Figure 1. Routed clock nets over the placement (run 1).
Scale: 4 px per um.
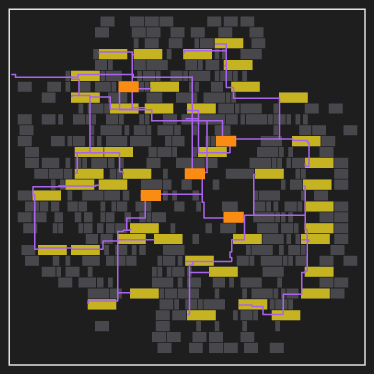
Figure 2. Clock nets (run 1).
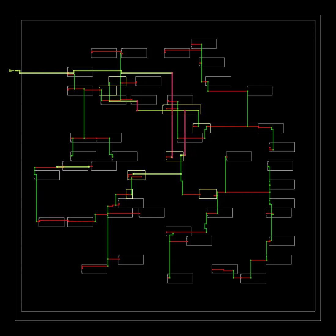
Figure 3. Metal 3 (run 1).
Scale: 6 px per um. Cells faint in the background.
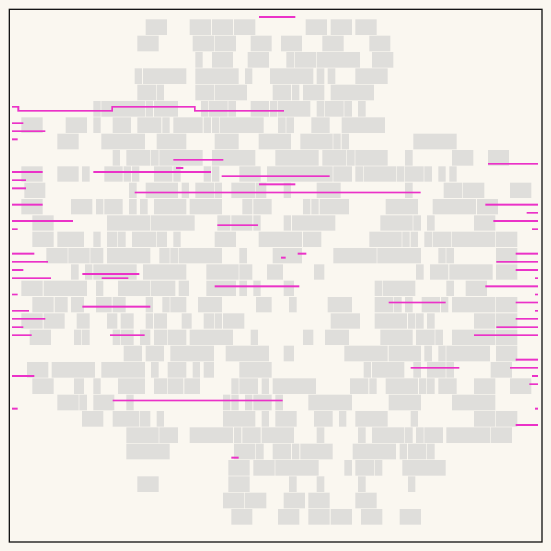
<file path="src/rtl/shift_pkg.sv">
// shift_pkg: mode encodings and FSM state type shared by the shift unit.
package shift_pkg;
   localparam logic [1:0] MODE_LOG = 2'b00;
   localparam logic [1:0] MODE_ARI = 2'b01;
   localparam logic [1:0] MODE_ROT = 2'b10;
   localparam logic [1:0] MODE_SER = 2'b11;
   typedef enum logic [1:0] {IDLE, SHIFT, DONE} state_t;
endpackage

</file>
<file path="src/rtl/shift_step.sv">
// shift_step: one-bit shift of q in the selected direction and mode, plus the bit shifted out.
module shift_step
   import shift_pkg::*;
#(
   parameter int N = 32
) (
   input  logic [N-1:0] q,
   input  logic         dir,
   input  logic [1:0]   mode,
   input  logic         ser_in,
   output logic [N-1:0] nq,
   output logic         out_bit
);
   logic fill;
   always_comb begin
      out_bit = dir ? q[N-1] : q[0];
      fill = mode == MODE_SER ? ser_in :
             mode == MODE_ROT ? out_bit :
             mode == MODE_ARI ? (!dir && q[N-1]) : 1'b0;
      nq = dir ? {q[N-2:0], fill} : {fill, q[N-1:1]};
   end
endmodule

</file>
<file path="src/rtl/seq_shift_unit.sv">
// seq_shift_unit: multi-cycle shifter that loads a word, then shifts it one bit per enabled cycle.
module seq_shift_unit
   import shift_pkg::*;
#(
   parameter int N  = 32,
   parameter int AW = $clog2(N)
) (
   input  logic          clk,
   input  logic          clr,
   input  logic          start,
   input  logic          en,
   input  logic          dir,
   input  logic [1:0]    mode,
   input  logic [AW-1:0] amt,
   input  logic [N-1:0]  in,
   input  logic          ser_in,
   output logic [N-1:0]  q,
   output logic          ser_out,
   output logic          busy,
   output logic          done
);
   state_t        state;
   logic          dir_r;
   logic [1:0]    mode_r;
   logic [AW-1:0] cnt;
   logic [N-1:0]  nq;
   logic          out_bit;

   shift_step #(.N(N)) u_step (
      .q(q), .dir(dir_r), .mode(mode_r), .ser_in(ser_in), .nq(nq), .out_bit(out_bit)
   );

   assign busy = state == SHIFT;
   assign done = state == DONE;

   always_ff @(posedge clk) begin
      if (clr) begin
         q       <= '0;
         ser_out <= 1'b0;
         cnt     <= '0;
         dir_r   <= 1'b0;
         mode_r  <= MODE_LOG;
         state   <= IDLE;
      end else if (state == SHIFT) begin
         if (en) begin
            q       <= nq;
            ser_out <= out_bit;
            cnt     <= cnt - 1'b1;
            if (cnt == AW'(1)) state <= DONE;
         end
      end else if (start) begin
         // amt of zero goes straight to DONE so busy never rises
         q      <= in;
         dir_r  <= dir;
         mode_r <= mode;
         cnt    <= amt;
         state  <= amt == '0 ? DONE : SHIFT;
      end else begin
         state <= IDLE;
      end
   end
endmodule
</file>
<file path="config.mk">
export PLATFORM = sky130hd
export DESIGN_NAME = seq_shift_unit
export DESIGN_NICKNAME = d
export VERILOG_FILES = /design/src/rtl/shift_pkg.sv /design/src/rtl/shift_step.sv /design/src/rtl/seq_shift_unit.sv
export SDC_FILE = /design/constraint.sdc
export NUM_CORES = 1
export LEC_CHECK = 0
export CAP_MARGIN = 10
export CORE_MARGIN = 1.5
export CORE_UTILIZATION = 35
export CTS_BUF_LIST = sky130_fd_sc_hd__clkbuf_4 sky130_fd_sc_hd__clkbuf_8 sky130_fd_sc_hd__clkbuf_16
export DETAILED_ROUTE_END_ITERATION = 8
export GPL_TIMING_DRIVEN = 0
export HOLD_SLACK_MARGIN = 0.03
export PLACE_DENSITY = 0.72
export SETUP_SLACK_MARGIN = 0.3
export SLEW_MARGIN = 20
export SYNTH_ARGS = -nofsm -noshare
export SYNTH_HDL_FRONTEND = slang
export SYNTH_HIERARCHICAL = 1
export SYNTH_SLANG_ARGS = --single-unit
</file>
<file path="constraint.sdc">
create_clock -name clk -period 4.1 [get_ports clk]
set_input_delay 0.82 -clock clk [delete_from_list [all_inputs] [get_ports clk]]
set_output_delay 0.82 -clock clk [all_outputs]
set_load 0.03 [all_outputs]
</file>
==> impl_metrics.py, run 1 <==
# Flow results
metrics = {
    "grt": {
        "antenna_found_initial": 0,
        "grt_pass1_wl_um": 11200,
        "grt_overflow": 0,
        "grt_use_met2": 0.294,
        "use_met1": 0.251,
        "grt_use_met3": 0.0382,
        "grt_use_total": 0.183,
    },
    "pwr": {
        "vdd_drop_max_mv": 0.156,
        "maxPowerGroup": "registers",
        "swShare": 0.328,
        "switchingPower_uw": 436,
        "seq_power_share": 0.386,
    },
    "synthesis": {
        "mux_area_frac": 0.200,
        "synth_top_cell_by_area": "dfxtp_1",
        "yosys_cells": 291,
        "synth.comb.largest_family": "simple AND/OR/NAND/NOR gates",
        "edf_count": 0,
        "area_leaders": "dfxtp_1 (34%), mux2_4 (16%), a311oi_1 (11%)",
        "ys_ff": 43,
        "ys_sh_adder": 0.00977,
        "xor_area_frac": 0,
        "top_cell": "nand2_1",
        "ys_sh_simple": 0.200,
        "syn_inst": 291,
        "ys_types": 36,
        "floorplan.nets": 338,
        "synthArstFlopShare": 0,
        "yosysTopAreaCellShare": 0.336,
        "synth_seq_share": 0.336,
    },
    "worst_setup_path": {
        "rr_worst_depth": 5,
        "critPathMaxStageDelay_ps": 720,
        "critPathLaunchType": "flop",
        "reg2reg_slack_ps": 2610,
        "critical_path.cell_chain": "nand2b_1 > inv_1 > buf_2 > clkdlybuf4s50_1",
        "critPathMaxFanout": 10,
        "cp-end-kind": "primary output",
        "crit_slowest_cell": "clkdlybuf4s50_1",
        "r2r-end": "q[20]",
        "cp.depth": 4,
    },
    "detailed_routing": {
        "wire_per_inst_um": 14.6,
        "viasPerCell": 5.10,
        "drc": 0,
        "drt_iter0_drc": 96,
        "topRoutingLayerUsed": "met4",
        "wl_met3_um": 401,
        "route.met2.wl_um": 3220,
    },
    "clock_network": {
        "cts_tree": "yes",
        "cts_hold_buf": 0,
        "clockBufferDepth": 2,
    },
    "worst_hold_path": {
        "hold_end": "dir_r",
    },
    "placement": {
        "port_buffers": 78,
        "pre_cts_slack_ps": 1670,
        "dpl_cell_area_um2": 3470,
        "dp_hpwl_um": 5110,
    },
    "floorplanning": {
        "die.size.y_um": 88.5,
        "ioPinCount": 80,
        "die_x_um": 88.5,
        "fp_util": 0.357,
    },
    "layout": {
        "largest_cell_class": "logic gates",
        "nMultiInputCombCells": 217,
        "largest_reg_flops": 32,
        "regMostFlops": "q",
        "layout-drive-gt1-share": 0.170,
        "n_all_buffers": 103,
        "reg.largest.list": "q x32, cnt x5",
        "fin_cells": 476,
        "regArea_um2": 861,
        "clockBufferCount": 6,
        "mostFrequentLayoutCells": "clkdlybuf4s50_1 (78), nand2_1 (73), dfxtp_1 (43), nor2_1 (40), a311oi_1 (32)",
        "design_area_um2": 3580,
        "clock_area_frac": 0.0328,
    },
    "final_timing": {
        "max_freq_mhz": 365,
        "layout_min_cycle_time_ps": 2740,
        "maxSlewViolCount": 0,
    },
    "status": {
        "outcome": "finished, final reports clean",
    },
    "run": {
        "maxCapViolCount": 0,
    },
}
Notes on Figure 1 above:
Key: yellow = flip-flops [count 43]; purple = clock wires [length 607 um]; orange = cells driving clock nets [count 5]
There are 6 routed clock nets. Position of the flops: widely spread.
Clk. pwr: 351 uW
Clock Skew: 8.37 ps
Worst-Skew Late Latency: 300 ps
clock share of power: 0.264

Notes on Figure 2 above:
registers: 43
cts bufs inserted: 5

Notes on Figure 3 above:
The layer carries 402 um of wire. The wires run mostly horizontal. The longest straight run is 47.4 um. The layer holds 5.8% of the routed length.
Via Count: 2426
final wirelength: 6960 um

==> run 1 -> run 2 <==
--- a/config.mk
+++ b/config.mk
@@ -12,7 +12,7 @@
 export DETAILED_ROUTE_END_ITERATION = 8
 export GPL_TIMING_DRIVEN = 0
 export HOLD_SLACK_MARGIN = 0.03
-export PLACE_DENSITY = 0.72
+export PLACE_DENSITY = 0.74
 export SETUP_SLACK_MARGIN = 0.3
 export SLEW_MARGIN = 20
 export SYNTH_ARGS = -nofsm -noshare
==> constraint.sdc (replaced) <==
create_clock -name clk -period 2.28 [get_ports clk]
set_input_delay 0.456 -clock clk [delete_from_list [all_inputs] [get_ports clk]]
set_output_delay 0.456 -clock clk [all_outputs]
set_load 0.03 [all_outputs]
Figure 4. Routed clock nets over the placement (run 2).
Scale: 4 px per um.
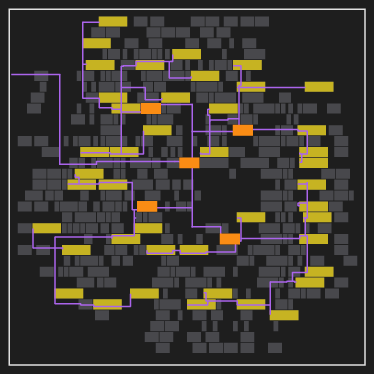
Key: yellow = flip-flops [count 43]; orange = cells driving clock nets [count 5]; purple = clock wires [length 603 um]
Position of the flops: widely spread. There are 6 routed clock nets.
Clk. pwr: 504 uW
clock share of power: 0.223
Clock Skew: 9.01 ps

Figure 5. Signal wires on met1 (run 2).
Scale: 3 px per um. Supply wires on this layer in gray.
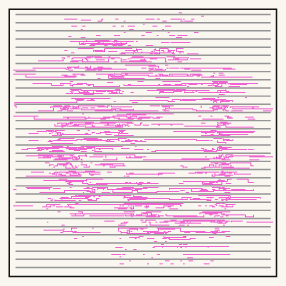
The layer holds 46% of the routed length. 365 nets have wire on it.
Via Count: 2437
met1 Use GR: 0.238
final wirelength: 6920 um

==> run 2 against run 1 <==
Clock power is 44% higher; synthesized cell count unchanged; wire length shrank 0.59%.
==> impl_metrics.py, run 2 <==
# Flow results
metrics = {
    "worst_setup_path": {
        "critPathLaunchType": "flop",
        "cp-end-kind": "primary output",
        "crit_slowest_cell": "clkdlybuf4s50_1",
        "r2r-end": "q[20]",
        "crit_start": "q[0]",
        "critical_path.cell_chain": "clkdlybuf4s50_1",
        "cp.depth": 1,
        "critPathMaxStageDelay_ps": 710,
        "critPathMaxFanout": 5,
        "rr_worst_depth": 5,
        "crit_family": "buffers and inverters",
        "reg2reg_slack_ps": 790,
    },
    "pwr": {
        "swShare": 0.347,
        "seq_power_share": 0.408,
        "switchingPower_uw": 785,
        "vdd_drop_max_mv": 0.238,
        "p_leak_nw": 1.40,
        "maxPowerGroup": "registers",
        "p_comb_frac": 0.369,
    },
    "synthesis": {
        "yosysTopAreaCellShare": 0.336,
        "edf_count": 0,
        "yosys_cells": 291,
        "ys_sh_simple": 0.200,
        "ys_types": 36,
        "xor_area_frac": 0,
        "floorplan.nets": 338,
        "synthArstFlopShare": 0,
        "synth_top_cell_by_area": "dfxtp_1",
        "area_leaders": "dfxtp_1 (34%), mux2_4 (16%), a311oi_1 (11%)",
        "top_cell": "nand2_1",
        "ys_area_um2": 2560,
        "netlist_area_um2": 2560,
        "synth_seq_share": 0.336,
        "synth.comb.largest_family": "simple AND/OR/NAND/NOR gates",
        "ys_ff": 43,
        "synthTopCellsByCount": "nand2_1 (73), dfxtp_1 (43), nor2_1 (40)",
        "mux_area_frac": 0.200,
        "syn_inst": 291,
        "ys_sh_adder": 0.00977,
    },
    "detailed_routing": {
        "viasPerCell": 5.12,
        "wire_per_inst_um": 14.5,
        "route.met2.wl_um": 3300,
        "drt_iter0_drc": 78,
        "wl_met3_um": 359,
        "drtAntennaViolNets": 0,
        "topRoutingLayerUsed": "met4",
        "drc": 0,
    },
    "layout": {
        "regArea_um2": 861,
        "regMostFlops": "q",
        "fin_cells": 476,
        "clockBufferCount": 6,
        "nMultiInputCombCells": 217,
        "clock_area_frac": 0.0250,
        "reg.largest.list": "q x32, cnt x5",
        "design_area_um2": 3560,
        "layout-drive-gt1-share": 0.172,
        "final_core_util": 0.496,
        "mostFrequentLayoutCells": "clkdlybuf4s50_1 (75), nand2_1 (73), dfxtp_1 (43), nor2_1 (40), a311oi_1 (32)",
        "flop-count": 43,
        "largest_reg_flops": 32,
        "fill_cells": 692,
        "combAreaFraction": 0.416,
        "largest_cell_class": "logic gates",
        "n_all_buffers": 103,
    },
    "grt": {
        "grt_use_met3": 0.0401,
        "grt_overflow": 0,
        "grt_pass1_wl_um": 11200,
        "antenna_found_initial": 0,
        "grt_use_met2": 0.310,
        "grt_use_total": 0.183,
        "top_usage_layer": "met2",
    },
    "final_timing": {
        "maxSlewViolCount": 0,
        "max_freq_mhz": 528,
        "worst_slack_ps": 387,
        "layout_min_cycle_time_ps": 1890,
        "rsz0062_at_grt": "false",
        "tns_ps": 0,
    },
    "floorplanning": {
        "die_x_um": 88.5,
        "core-area_um2": 7180,
        "fp_util": 0.357,
        "die.size.y_um": 88.5,
        "ioPinCount": 80,
    },
    "worst_hold_path": {
        "hold_end": "dir_r",
        "hold_class": "reg -> reg",
    },
    "placement": {
        "port_buffers": 78,
        "dpl_cell_area_um2": 3470,
        "dp_hpwl_um": 5110,
        "pre_cts_slack_ps": 234,
    },
    "clock_network": {
        "clockBufferDepth": 2,
        "worstSkewPairLatency_ps": 300,
        "cts_buffers": 5,
        "cts_hold_buf": 0,
        "cts_tree": "yes",
    },
    "status": {
        "outcome": "finished, final reports clean",
    },
    "run": {
        "maxCapViolCount": 0,
    },
}
Power is estimated from default activity; no workload was simulated.
